$ cat src/rtl/bus_drvr_fifo_if.sv
// Handshake bundle between the device/agent side and the per-driver bus FIFO.
// Widths follow the FIFO parameters so that one instance matches one FIFO.
interface bus_drvr_fifo_if #(
  parameter int unsigned pckg_sz = 16,
  parameter int unsigned depth   = 8
);
  localparam int unsigned CW = $clog2(depth) + 1;

  logic               wr_en;
  logic [pckg_sz-1:0] wr_data;
  logic               full;
  logic               almost_full;
  logic               pop;
  logic               pndng;
  logic [pckg_sz-1:0] D_pop;
  logic [CW-1:0]      count;
  logic               overflow;
  logic               underflow;
  logic               clr_flags;

  modport master (
    output wr_en, wr_data, pop, clr_flags,
    input  full, almost_full, pndng, D_pop, count, overflow, underflow
  );

  modport slave (
    input  wr_en, wr_data, pop, clr_flags,
    output full, almost_full, pndng, D_pop, count, overflow, underflow
  );
endinterface

$ cat src/rtl/bus_drvr_fifo.sv
// First-word-fall-through input FIFO feeding one bus driver slot.
// Define BUS_DRVR_FIFO_DROP_OLDEST_EN to drop the oldest entry on a write while full.
module bus_drvr_fifo #(
  parameter int unsigned pckg_sz        = 16,
  parameter int unsigned depth          = 8,
  parameter int unsigned almost_full_th = 6
) (
  input  logic             clk,
  input  logic             reset,
  bus_drvr_fifo_if.slave   bus
);
  localparam int unsigned AW = $clog2(depth);
  localparam int unsigned CW = AW + 1;
  localparam logic [CW-1:0] DEPTH_C = CW'(depth);
  localparam logic [CW-1:0] AF_TH_C = CW'(almost_full_th);

  logic [pckg_sz-1:0] mem_q [depth];
  logic [AW-1:0]      rd_ptr_q, rd_ptr_d;
  logic [AW-1:0]      wr_ptr_q, wr_ptr_d;
  logic [CW-1:0]      count_q, count_d;
  logic               full_q, full_d;
  logic               almost_full_q, almost_full_d;
  logic               pndng_q, pndng_d;
  logic               overflow_q, overflow_d;
  logic               underflow_q, underflow_d;

  logic eff_pop;
  logic do_write;
  logic do_read;
  logic ovf_evt;
  logic udf_evt;

  always_comb begin
    eff_pop  = bus.pop && (count_q != '0);
    udf_evt  = bus.pop && (count_q == '0);
    do_write = 1'b0;
    do_read  = eff_pop;
    ovf_evt  = 1'b0;
    if (bus.wr_en) begin
      if (!full_q || eff_pop) begin
        do_write = 1'b1;
      end else begin
        ovf_evt = 1'b1;
`ifdef BUS_DRVR_FIFO_DROP_OLDEST_EN
        // retire the head and store the new packet in the freed slot
        do_write = 1'b1;
        do_read  = 1'b1;
`endif
      end
    end

    wr_ptr_d = do_write ? wr_ptr_q + AW'(1) : wr_ptr_q;
    rd_ptr_d = do_read  ? rd_ptr_q + AW'(1) : rd_ptr_q;

    count_d = count_q;
    if (do_write && !do_read) begin
      count_d = count_q + CW'(1);
    end else if (!do_write && do_read) begin
      count_d = count_q - CW'(1);
    end

    // status flags are registered from the next-state fill level
    full_d        = (count_d == DEPTH_C);
    almost_full_d = (count_d >= AF_TH_C);
    pndng_d       = (count_d != '0);

    // a new error event on the same edge as clr_flags keeps the flag set
    overflow_d  = (overflow_q  && !bus.clr_flags) || ovf_evt;
    underflow_d = (underflow_q && !bus.clr_flags) || udf_evt;
  end

  always_ff @(posedge clk or posedge reset) begin
    if (reset) begin
      rd_ptr_q      <= '0;
      wr_ptr_q      <= '0;
      count_q       <= '0;
      full_q        <= 1'b0;
      almost_full_q <= 1'b0;
      pndng_q       <= 1'b0;
      overflow_q    <= 1'b0;
      underflow_q   <= 1'b0;
    end else begin
      rd_ptr_q      <= rd_ptr_d;
      wr_ptr_q      <= wr_ptr_d;
      count_q       <= count_d;
      full_q        <= full_d;
      almost_full_q <= almost_full_d;
      pndng_q       <= pndng_d;
      overflow_q    <= overflow_d;
      underflow_q   <= underflow_d;
    end
  end

  always_ff @(posedge clk) begin
    if (do_write) begin
      mem_q[wr_ptr_q] <= bus.wr_data;
    end
  end

  assign bus.D_pop       = pndng_q ? mem_q[rd_ptr_q] : '0;
  assign bus.count       = count_q;
  assign bus.full        = full_q;
  assign bus.almost_full = almost_full_q;
  assign bus.pndng       = pndng_q;
  assign bus.overflow    = overflow_q;
  assign bus.underflow   = underflow_q;
endmodule

$ cat src/flat_wrapper.sv
// flat-port wrapper written by rule: the top's interface ports become plain ports
module bus_drvr_fifo_flat 
#(
  parameter int unsigned pckg_sz        = 16,
  parameter int unsigned depth          = 8,
  parameter int unsigned almost_full_th = 6
)
  (clk, reset, bus_wr_en, bus_wr_data, bus_pop, bus_clr_flags, bus_full, bus_almost_full, bus_pndng, bus_D_pop, bus_count, bus_overflow, bus_underflow);
  bus_drvr_fifo_if #(.pckg_sz(pckg_sz), .depth(depth)) bus_i ();
  input  logic clk;
  input  logic reset;
  input wire logic [$bits(bus_i.wr_en)-1:0] bus_wr_en;
  input wire logic [$bits(bus_i.wr_data)-1:0] bus_wr_data;
  input wire logic [$bits(bus_i.pop)-1:0] bus_pop;
  input wire logic [$bits(bus_i.clr_flags)-1:0] bus_clr_flags;
  output wire logic [$bits(bus_i.full)-1:0] bus_full;
  output wire logic [$bits(bus_i.almost_full)-1:0] bus_almost_full;
  output wire logic [$bits(bus_i.pndng)-1:0] bus_pndng;
  output wire logic [$bits(bus_i.D_pop)-1:0] bus_D_pop;
  output wire logic [$bits(bus_i.count)-1:0] bus_count;
  output wire logic [$bits(bus_i.overflow)-1:0] bus_overflow;
  output wire logic [$bits(bus_i.underflow)-1:0] bus_underflow;
  assign bus_i.wr_en = bus_wr_en;
  assign bus_i.wr_data = bus_wr_data;
  assign bus_i.pop = bus_pop;
  assign bus_i.clr_flags = bus_clr_flags;
  assign bus_full = bus_i.full;
  assign bus_almost_full = bus_i.almost_full;
  assign bus_pndng = bus_i.pndng;
  assign bus_D_pop = bus_i.D_pop;
  assign bus_count = bus_i.count;
  assign bus_overflow = bus_i.overflow;
  assign bus_underflow = bus_i.underflow;
  bus_drvr_fifo #(.pckg_sz(pckg_sz), .depth(depth), .almost_full_th(almost_full_th)) u_core (.clk(clk), .reset(reset), .bus(bus_i));
endmodule
$ cat config.mk
export PLATFORM = sky130hd
export DESIGN_NAME = bus_drvr_fifo_flat
export DESIGN_NICKNAME = d
export VERILOG_FILES = /design/src/rtl/bus_drvr_fifo_if.sv /design/src/rtl/bus_drvr_fifo.sv /design/src/flat_wrapper.sv
export SDC_FILE = /design/constraint.sdc
export NUM_CORES = 1
export LEC_CHECK = 0
export CORE_ASPECT_RATIO = 1.2
export CORE_UTILIZATION = 40
export DETAILED_ROUTE_END_ITERATION = 10
export GPL_TIMING_DRIVEN = 0
export SYNTH_ARGS = -nofsm -noshare
export SYNTH_HDL_FRONTEND = slang
export SYNTH_SLANG_ARGS = --single-unit
$ cat constraint.sdc
create_clock -name clk -period 4.16 [get_ports clk]
set_clock_uncertainty 0.15 [all_clocks]
set_input_delay 0.624 -clock clk [delete_from_list [all_inputs] [get_ports clk]]
set_output_delay 0.624 -clock clk [all_outputs]
set_load 0.01 [all_outputs]
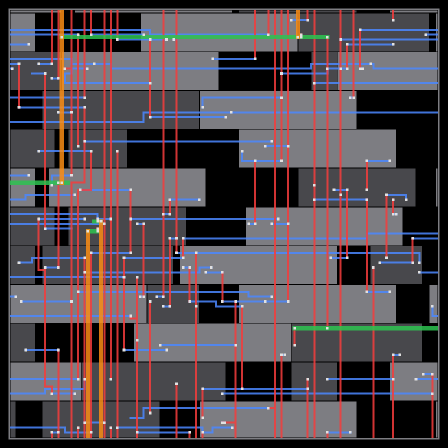
zoom.png
Window x 41 to 71, y 79 to 109 um. Cells in grey, sequential cells in the stronger grey; small squares are vias.
colour	layer
red	met2
green	met3
orange	met4
blue	met1
most frequent	edfxtp_1 (12), mux4_2 (3), clkbuf_16 (3)
netlist names of flops here include	`u_core.mem_q` (12)
sequential cells in the window	12
cells with their middle in the window	26

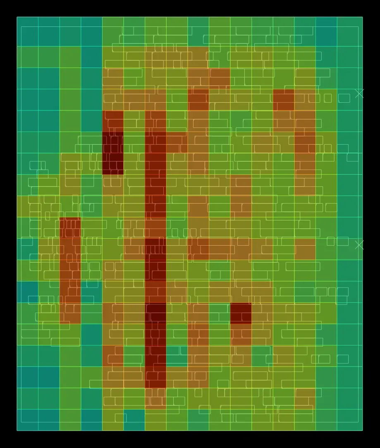
final_congestion.png
gr busiest metal: met2
Total Routing Usage GR: 16.4%

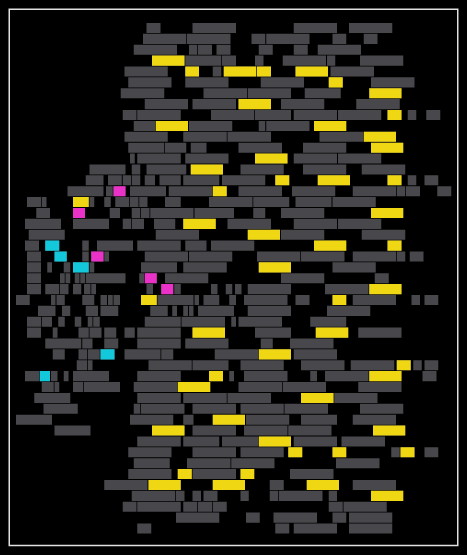
gate_families.png
Scale: 4 px per um.
colour	family	cells
cyan	AND-OR and OR-AND gates	5
yellow	multiplexers	50
magenta	XOR/XNOR gates	5
Commonest Layout Cell: edfxtp_1
combinational share of cell area: 20.8%
Post-Layout Cell Count: 553

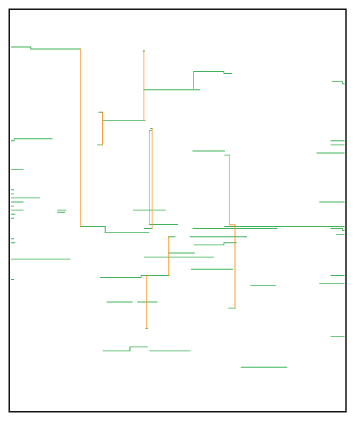
metal_stack.png
Scale: 3 px per um. Two of the layers only.
colour	layer	wire length
green	met3	496 um
orange	met4	247 um
routed wire length: 11.0 mm
wire length per cell: 19.9 um

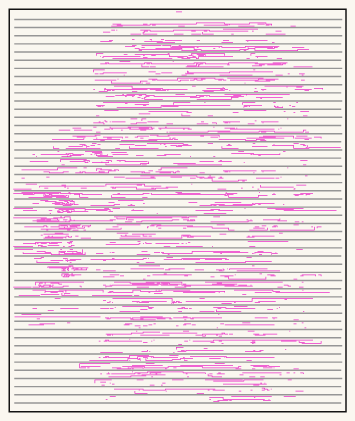
met1.png
Scale: 3 px per um. Supply wires on this layer in grey.
share of all routed wire	43%
nets with wire on the layer	366
vias after detailed routing: 2,915
grt met1 use: 20.4%

==> run_results.csv <==
group,metric,value,unit
status,status,"complete, but fails checks",
status,violations,"design-rule violations",
die,die_area,0.0149,sq mm
finish,most-common-layout-cells,"edfxtp_1, clkdlybuf4s50_1, mux4_2, nor2b_1, clkbuf_16",
pwr,vdd_ir_drop_max,0.000415,V
detailed_routing,drt-vias-per-instance,5.27,
clock_tree,cts_root_buf,"clkbuf_16",
pwr,pg_seq,1.96,mW
final_timing,hold_slack,0.355,ns
die,fp-row-count,47,
synthesis,synth_cells,296,
detailed_routing,drc,2,
synthesis,aoi_share,2.49,%
clock_tree,cts_buffer_depth,2,
setup_path,worstPathRequired,3.39,ns
finish,comb_area,0.00151,sq mm
synthesis,async_flop_share,10.5,%
synthesis,ys_types,37,
synthesis,ys_cells,296,
clock_tree,cts_sinks,143,
final_timing,hold_violations,0,
flow_run,log.warning_count,27,
final_timing,tns,0,ns
setup_path,cp.depth,6,
die,pin_count,46,
pwr,p_leak,2.44,nW
finish,final_util,52.0,%
clock_tree,post_cts_buffers,0,
global_route,grt_pass1_vias,3103,
synthesis,flop_cell,"edfxtp_1",
setup_path,crit_family,"buffers and inverters",
global_route,antenna_found_initial,0,
die,fp_util,41.5,%
final_timing,worst_slew_pin_slew,0.807,ns
placed_design,portBuffers,45,
pwr,pwr-share-clk,28.8,%
placed_design,dp.cells,522,
die,core_area,0.0139,sq mm
min_path,hold_end,"u_core.bus.overflow",
placed_design,dpl_cell_area,0.00664,sq mm
clock_tree,cts_resized,0,
clock_tree,cts_tree,"done",
finish,final_area,0.00725,sq mm
global_route,grt-ovfl-total,0,
placed_design,hpwl,7.41,mm
synthesis,syn_nets,321,
pwr,pwr-share-seq,36.2,%
setup_path,crit_path_cell_trace,"clkbuf_1 -> clkbuf_1 -> mux4_2 -> mux2i_1 -> nor2b_1 -> clkdlybuf4s50_1",
setup_path,crit_start,"u_core.rd_ptr_q[1]",
setup_path,worstPathArrival,2.83,ns
setup_path,r2r-start,"u_core.bus.count[0]",
pwr,pwr-share-comb,34.9,%
final_timing,finalCritPeriodShare,86.5,%
final_timing,setup_viol,0,
finish,fill_cells,1121,
synthesis,simple_gate_area_share,5.86,%
finish,ff_latch_area,0.00422,sq mm
clock_tree,clock_latency,0.41,ns
die,die_x,112,um
pwr,power_combinational,1.89,mW
detailed_routing,drtIter0Drc,223,
pwr,power,5.42,mW
clock_tree,path_clk_slew,0.06,ns
global_route,grt_pass1_wl,17.5,mm
detailed_routing,ant_nets,0,
setup_path,critPathCaptureType,"output port",
min_path,hp-class,"reg -> reg",
synthesis,edf_count,128,
setup_path,critPathMaxStageDelay,0.66,ns
synthesis,area_leaders,"edfxtp_1, mux4_2, dfrtp_1",
synthesis,ys.flops,143,
pwr,p_int,3.83,mW
finish,nets,395,
pwr,swShare,29.2,%
setup_path,reg2reg_depth,8,
synthesis,synth-xor-area-share,0.757,%
synthesis,top_area_cell,"edfxtp_1",
setup_path,crit-reg2reg-capture,"u_core.mem_q[0][14]",
pwr,p_switching,1.58,mW
die,die_height,134,um
clock_tree,numCtsBuffers,17,
setup_path,path_max_fanout,10,
synthesis,ys_sh_mux,15.6,%
setup_path,path_buffers,3,
finish,drive_gt1_share,24.3,%
min_path,min_from,"u_core.bus.overflow",
placed_design,place.gp.congestion,0.821,
synthesis,synth_warnings,0,
synthesis,ys_sh_adder,0.866,%
setup_path,crit_path_frequent_cell,"clkbuf_1",
setup_path,r2r_slack,1.02,ns
pwr,powerDensity,747,mW/mm^2
finish,synthToLayoutAreaGrowth,25.4,%
setup_path,cp-start-kind,"register",
synthesis,synth.avg_cell_area,19.5,sq um
min_path,hold_path_depth,1,
placed_design,place_ws,0.827,ns
clock_tree,cts_hold_buf,0,
final_timing,period_minus_slack,3.60,ns
synthesis,topCombFamilyByArea,"multiplexers",
global_route,grt_max_degree,17,
flow_run,drv_cap,0,
synthesis,ys_area,0.00578,sq mm
synthesis,ys_seq_share,73.0,%
synthesis,synth.top_cell.area_share,66.5,%
final_timing,postLayoutSetupSlackWorst,0.560,ns
setup_path,cp-endpoint,"bus_D_pop[0]",
final_timing,max_freq,278,MHz
final_timing,rsz0062_at_grt,"false",
pwr,p_clk,1.56,mW
setup_path,cp_slowest_cell,"clkbuf_1",
final_timing,drv_slew,0,
pwr,power.group.top,"sequential cells",
final_timing,relSlewSlack,46.2,%
synthesis,top_cell,"edfxtp_1",
finish,antenna_cells,0,
detailed_routing,drtPass1Iterations,7,
clock_tree,htreeDepth,4,
setup_path,crit_type,"reg -> out",
synthesis,top_cells_by_count,"edfxtp_1, mux4_2, nor2b_1, mux2i_1, dfrtp_1",
synthesis,syn_area,0.00578,sq mm
-- sequential cells by signal, indices dropped and copies added (netlist names) --
register / cells
u_core.mem_q: 128
u_core.bus.full: 1
u_core.bus.underflow: 1
u_core.bus.overflow: 1
u_core.bus.almost_full: 1
u_core.bus.pndng: 1
u_core.wr_ptr_q: 3
u_core.rd_ptr_q: 3
u_core.bus.count: 4
-- area by class of cell --
class	count	area share, %
buffer	14	0.828
clock buffer	17	5.87
clock inverter	14	2.66
inverter	6	0.311
multi-input combinational	133	20.8
sequential	143	58.2
tap	171	2.95
timing repair buffer	55	8.47
-- per-layer routing --
layer	vias up	wire (um)	track usage, %
li1	1344	-	-
met1	1470	4730	20.4
met2	79	5540	26.7
met3	22	496	4.00
met4	0	247	8.03
met5	-	0	0
Power figures rest on the tool's default switching activity, not on a simulated workload.
